## src/rtl/hs32_mem_arb_pkg.sv

```systemverilog
// Shared types for the hs32 two-master memory arbiter: FSM states and master-select codes.
package hs32_arb_pkg;

   typedef enum logic [1:0] {
      IDLE   = 2'd0,
      BUSY_F = 2'd1,
      BUSY_E = 2'd2
   } arbState_t;

   localparam logic SEL_F = 1'b0;
   localparam logic SEL_E = 1'b1;

endpackage

```

## src/rtl/hs32_mem_arb_if.sv

```systemverilog
// Bus interfaces around the hs32 arbiter: fetch and execute request ports, external memory bus.
interface hs32_fetch_if;
   logic [31:0] addr_f;
   logic        reqm_f;
   logic [31:0] dtr_f;
   logic        ackm_f;

   modport master (output addr_f, reqm_f, input dtr_f, ackm_f);
   modport slave  (input addr_f, reqm_f, output dtr_f, ackm_f);
endinterface

interface hs32_exec_if;
   logic [31:0] addr_e;
   logic [31:0] dtw_e;
   logic        rw_e;
   logic        reqm_e;
   logic [31:0] dtr_e;
   logic        ackm_e;

   modport master (output addr_e, dtw_e, rw_e, reqm_e, input dtr_e, ackm_e);
   modport slave  (input addr_e, dtw_e, rw_e, reqm_e, output dtr_e, ackm_e);
endinterface

interface hs32_mem_if;
   logic [31:0] mem_addr;
   logic [31:0] mem_dtw;
   logic        mem_rw;
   logic        mem_stb;
   logic [31:0] mem_dtr;
   logic        mem_ack;

   modport master (output mem_addr, mem_dtw, mem_rw, mem_stb, input mem_dtr, mem_ack);
   modport slave  (input mem_addr, mem_dtw, mem_rw, mem_stb, output mem_dtr, mem_ack);
endinterface

```

## src/rtl/hs32_mem_arb.sv

```systemverilog
// Fetch/execute to single-memory arbiter with execute priority and registered ack pulses.
// Optional fetch starvation guard enabled by defining HS32_ARB_FAIR_EN.
module hs32_mem_arb
   import hs32_arb_pkg::*;
#(
   parameter int FAIR_LIMIT = 4
) (
   input logic           clk,
   input logic           reset_n,
   hs32_fetch_if.slave   fch,
   hs32_exec_if.slave    exe,
   hs32_mem_if.master    mem
);

   arbState_t state;
   logic      suppress;
   logic      grantValid;
   logic      grantSel;
   logic      fairForce;

`ifdef HS32_ARB_FAIR_EN
   localparam int CW = $clog2(FAIR_LIMIT + 1);
   logic [CW-1:0] fairCnt;

   assign fairForce = fch.reqm_f && (fairCnt >= CW'(FAIR_LIMIT));

   // Counts execute grants that overtook a waiting fetch; any fetch grant clears it.
   always_ff @(posedge clk or negedge reset_n) begin
      if (!reset_n) begin
         fairCnt <= '0;
      end else if (state == IDLE && grantValid) begin
         if (grantSel == SEL_F) begin
            fairCnt <= '0;
         end else if (fch.reqm_f && (fairCnt < CW'(FAIR_LIMIT))) begin
            fairCnt <= fairCnt + 1'b1;
         end
      end
   end
`else
   // Strict execute priority: a fetch grant is never forced.
   assign fairForce = (FAIR_LIMIT < 0);
`endif

   always_comb begin
      grantValid = !suppress && (exe.reqm_e || fch.reqm_f);
      grantSel   = (exe.reqm_e && !fairForce) ? SEL_E : SEL_F;
   end

   // Suppress blocks arbitration in the ack cycle so a master that has not yet
   // dropped its request is not granted a second time.
   always_ff @(posedge clk or negedge reset_n) begin
      if (!reset_n) begin
         state        <= IDLE;
         suppress     <= 1'b0;
         mem.mem_addr <= '0;
         mem.mem_dtw  <= '0;
         mem.mem_rw   <= 1'b0;
         mem.mem_stb  <= 1'b0;
         fch.dtr_f    <= '0;
         fch.ackm_f   <= 1'b0;
         exe.dtr_e    <= '0;
         exe.ackm_e   <= 1'b0;
      end else begin
         fch.ackm_f <= 1'b0;
         exe.ackm_e <= 1'b0;
         suppress   <= 1'b0;
         case (state)
            IDLE: begin
               if (grantValid) begin
                  mem.mem_stb <= 1'b1;
                  if (grantSel == SEL_E) begin
                     mem.mem_addr <= exe.addr_e;
                     mem.mem_dtw  <= exe.dtw_e;
                     mem.mem_rw   <= exe.rw_e;
                     state        <= BUSY_E;
                  end else begin
                     mem.mem_addr <= fch.addr_f;
                     mem.mem_rw   <= 1'b0;
                     state        <= BUSY_F;
                  end
               end
            end
            BUSY_F: begin
               if (mem.mem_ack) begin
                  mem.mem_stb <= 1'b0;
                  state       <= IDLE;
                  // A flushed fetch still finishes the bus cycle but gets no data.
                  if (fch.reqm_f) begin
                     fch.dtr_f  <= mem.mem_dtr;
                     fch.ackm_f <= 1'b1;
                     suppress   <= 1'b1;
                  end
               end
            end
            BUSY_E: begin
               if (mem.mem_ack) begin
                  mem.mem_stb <= 1'b0;
                  state       <= IDLE;
                  exe.ackm_e  <= 1'b1;
                  suppress    <= 1'b1;
                  if (!mem.mem_rw) begin
                     exe.dtr_e <= mem.mem_dtr;
                  end
               end
            end
            default: begin
               state <= IDLE;
            end
         endcase
      end
   end

endmodule

```

## src/flat_wrapper.sv

```systemverilog
// flat-port wrapper written by rule: the top's interface ports become plain ports
module hs32_mem_arb_flat import hs32_arb_pkg::*;
#(
   parameter int FAIR_LIMIT = 4
)
  (clk, reset_n, fch_addr_f, fch_reqm_f, fch_dtr_f, fch_ackm_f, exe_addr_e, exe_dtw_e, exe_rw_e, exe_reqm_e, exe_dtr_e, exe_ackm_e, mem_mem_addr, mem_mem_dtw, mem_mem_rw, mem_mem_stb, mem_mem_dtr, mem_mem_ack);
  hs32_fetch_if fch_i ();
  hs32_exec_if exe_i ();
  hs32_mem_if mem_i ();
  input logic clk;
  input logic reset_n;
  input wire logic [$bits(fch_i.addr_f)-1:0] fch_addr_f;
  input wire logic [$bits(fch_i.reqm_f)-1:0] fch_reqm_f;
  output wire logic [$bits(fch_i.dtr_f)-1:0] fch_dtr_f;
  output wire logic [$bits(fch_i.ackm_f)-1:0] fch_ackm_f;
  input wire logic [$bits(exe_i.addr_e)-1:0] exe_addr_e;
  input wire logic [$bits(exe_i.dtw_e)-1:0] exe_dtw_e;
  input wire logic [$bits(exe_i.rw_e)-1:0] exe_rw_e;
  input wire logic [$bits(exe_i.reqm_e)-1:0] exe_reqm_e;
  output wire logic [$bits(exe_i.dtr_e)-1:0] exe_dtr_e;
  output wire logic [$bits(exe_i.ackm_e)-1:0] exe_ackm_e;
  output wire logic [$bits(mem_i.mem_addr)-1:0] mem_mem_addr;
  output wire logic [$bits(mem_i.mem_dtw)-1:0] mem_mem_dtw;
  output wire logic [$bits(mem_i.mem_rw)-1:0] mem_mem_rw;
  output wire logic [$bits(mem_i.mem_stb)-1:0] mem_mem_stb;
  input wire logic [$bits(mem_i.mem_dtr)-1:0] mem_mem_dtr;
  input wire logic [$bits(mem_i.mem_ack)-1:0] mem_mem_ack;
  assign fch_i.addr_f = fch_addr_f;
  assign fch_i.reqm_f = fch_reqm_f;
  assign fch_dtr_f = fch_i.dtr_f;
  assign fch_ackm_f = fch_i.ackm_f;
  assign exe_i.addr_e = exe_addr_e;
  assign exe_i.dtw_e = exe_dtw_e;
  assign exe_i.rw_e = exe_rw_e;
  assign exe_i.reqm_e = exe_reqm_e;
  assign exe_dtr_e = exe_i.dtr_e;
  assign exe_ackm_e = exe_i.ackm_e;
  assign mem_mem_addr = mem_i.mem_addr;
  assign mem_mem_dtw = mem_i.mem_dtw;
  assign mem_mem_rw = mem_i.mem_rw;
  assign mem_mem_stb = mem_i.mem_stb;
  assign mem_i.mem_dtr = mem_mem_dtr;
  assign mem_i.mem_ack = mem_mem_ack;
  hs32_mem_arb #(.FAIR_LIMIT(FAIR_LIMIT)) u_core (.clk(clk), .reset_n(reset_n), .fch(fch_i), .exe(exe_i), .mem(mem_i));
endmodule
```

## config.mk

```make
export PLATFORM = sky130hd
export DESIGN_NAME = hs32_mem_arb_flat
export DESIGN_NICKNAME = d
export VERILOG_FILES = /design/src/rtl/hs32_mem_arb_pkg.sv /design/src/rtl/hs32_mem_arb_if.sv /design/src/rtl/hs32_mem_arb.sv /design/src/flat_wrapper.sv
export SDC_FILE = /design/constraint.sdc
export NUM_CORES = 1
export LEC_CHECK = 0
export ABC_AREA = 1
export CAP_MARGIN = 10
export CORE_ASPECT_RATIO = 0.75
export CORE_MARGIN = 5
export CORE_UTILIZATION = 44
export DETAILED_ROUTE_END_ITERATION = 6
export HOLD_SLACK_MARGIN = 0.03
export PLACE_DENSITY_LB_ADDON = 0.25
export REMOVE_ABC_BUFFERS = 1
export SYNTH_ARGS = -nofsm -noshare
export SYNTH_HDL_FRONTEND = slang
export SYNTH_SLANG_ARGS = --single-unit
```

## constraint.sdc

```tcl
create_clock -name clk -period 3.1 [get_ports clk]
set_input_delay 0.62 -clock clk [delete_from_list [all_inputs] [get_ports clk]]
set_output_delay 0.62 -clock clk [all_outputs]
set_load 0.1 [all_outputs]
```

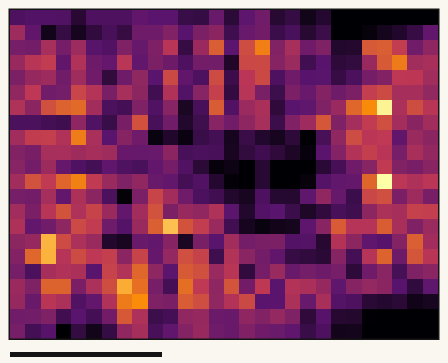
Figure 1: routed metal per tile.
Bar = 50 um. The die is cut into 28 by 22 equal tiles; black is low, pale yellow is high, scaled to the fullest tile. Values are wire area over tile area, all layers added.
fullest tile: 0.54
emptiest ninth of the die: middle
tiles over half the peak: 15%
mean over tiles: 0.17
nearly empty tiles: 5.4%

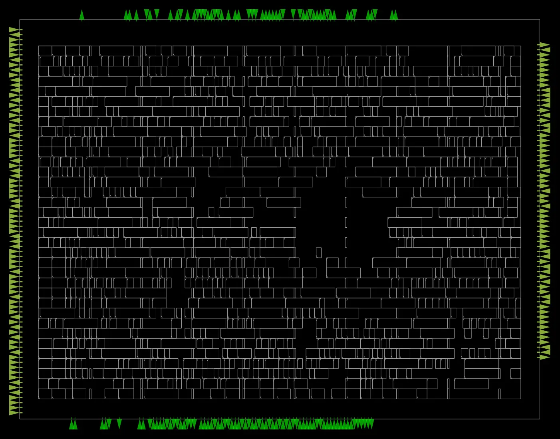
Figure 2: placement view.
TAP cells: 166
num rows: 35
fillers: 976

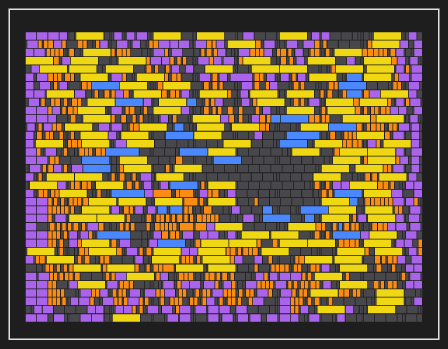
Figure 3: placed cells, one color a class.
Fill, decap, tap and diode cells in gray.
[registers] yellow | cells: 135 | share of their area: 40%
[remaining buffers and delay cells] purple | cells: 273 | share of their area: 28%
[clock drivers and dummy loads] blue | cells: 32 | share of their area: 7.6%
[remaining logic cells] orange | cells: 487 | share of their area: 24%

cell type report:
type | instances | area (um^2)
Clock inverter | 12 | 191
Clock buffer | 20 | 457
Inverter | 108 | 405
Tap cell | 166 | 208
Timing Repair Buffer | 273 | 2400
Fill cell | 976 | 3710
Multi-Input combinational cell | 379 | 1650
Sequential cell | 135 | 3380
cell families after synthesis:
kind of cell               Yosys count
AOI/OAI and AO/OA                  130
adders and majority gates            3
buffers and inverters              142
DFF                                135
and+or+nand+nor                    246
layer usage:
layer | up-vias | GRT usage, % | wire, um
met5 | - | 0 | 0
met3 | 22 | 7.82 | 1610
met4 | 0 | 6.98 | 302
met1 | 2302 | 25.9 | 6200
met2 | 220 | 34.6 | 7550
li1 | 2510 | - | -
worst max-delay path, stage by stage:
cell	delay (ps)
clkdlybuf4s50_1	630
nor2_2	100
nor3_4	140
buf_4	360
nand2_1	110
o21ai_1	120
state kept, by name (all words and copies together) (netlist names):
register / cells
u_core.mem.mem_dtw: 32
u_core.mem.mem_rw: 1
u_core.mem.mem_stb: 1
u_core.exe.dtr_e: 32
u_core.suppress: 1
u_core.mem.mem_addr: 32
u_core.fch.dtr_f: 32
u_core.fch.ackm_f: 1
u_core.exe.ackm_e: 1
u_core.state: 2
through the flow:
| step | area [um^2] | util, % | worst slack [ps] | hold WS (ps) |
|---|---|---|---|---|
| global route | 8690 | 70.1 | 1230 | 255 |
| finish | 8690 | 70.1 | 1330 | 208 |
| detailed placement | 8040 | 64.9 | 908 | 474 |
| CTS | 8690 | 70.1 | 1340 | 231 |
| floorplan | 5430 | - | 880 | 324 |
| global placement | 8040 | 64.9 | 1020 | 467 |
==> summary.txt <==
status: finished clean
post-CTS setup buffer count: 0
maximum clock path buffer count: 2
floorplan utilization: 45.2%
clk slew on worst S/H paths: 60 ps
Die Size: 0.0151 mm^2
Num CTS Buffers: 17
Synth Cell Area: 0.00561 mm^2
r2r endpoint: u_core.mem.mem_addr[25]$_DFFE_PN0P_
final setup fails: 0
final WL: 15.7 mm
CTS tree: done
Slew Limit Fails: 0
CTS Sinks: 135
yosys stat cell total: 656
count of input and output buffers: 265
Layout Nets: 1,051
flip-flops with a built-in enable: 0
first-pass GRT wire length: 25.5 mm
Die W: 140 um
Layout Cells excl Fill: 1,093
Tool Warnings: 27
Synth top cell by count: nand2_1
WS Path Type: in2reg
core area: 0.0124 mm^2
ANT nets after route: 0
GRT overflow: 0
Layout area overhead: 54.9%
Synth flops: 135
Post-CTS Hold Buffers: 0
clock period minus worst slack: 1770 ps
vias in the first global route: 5,104
Worst Setup EP: u_core.mem.mem_addr[25]$_DFFE_PN0P_
most used logic cell in the final layout: nand2_1
Pre-antenna DRT Iters: 5
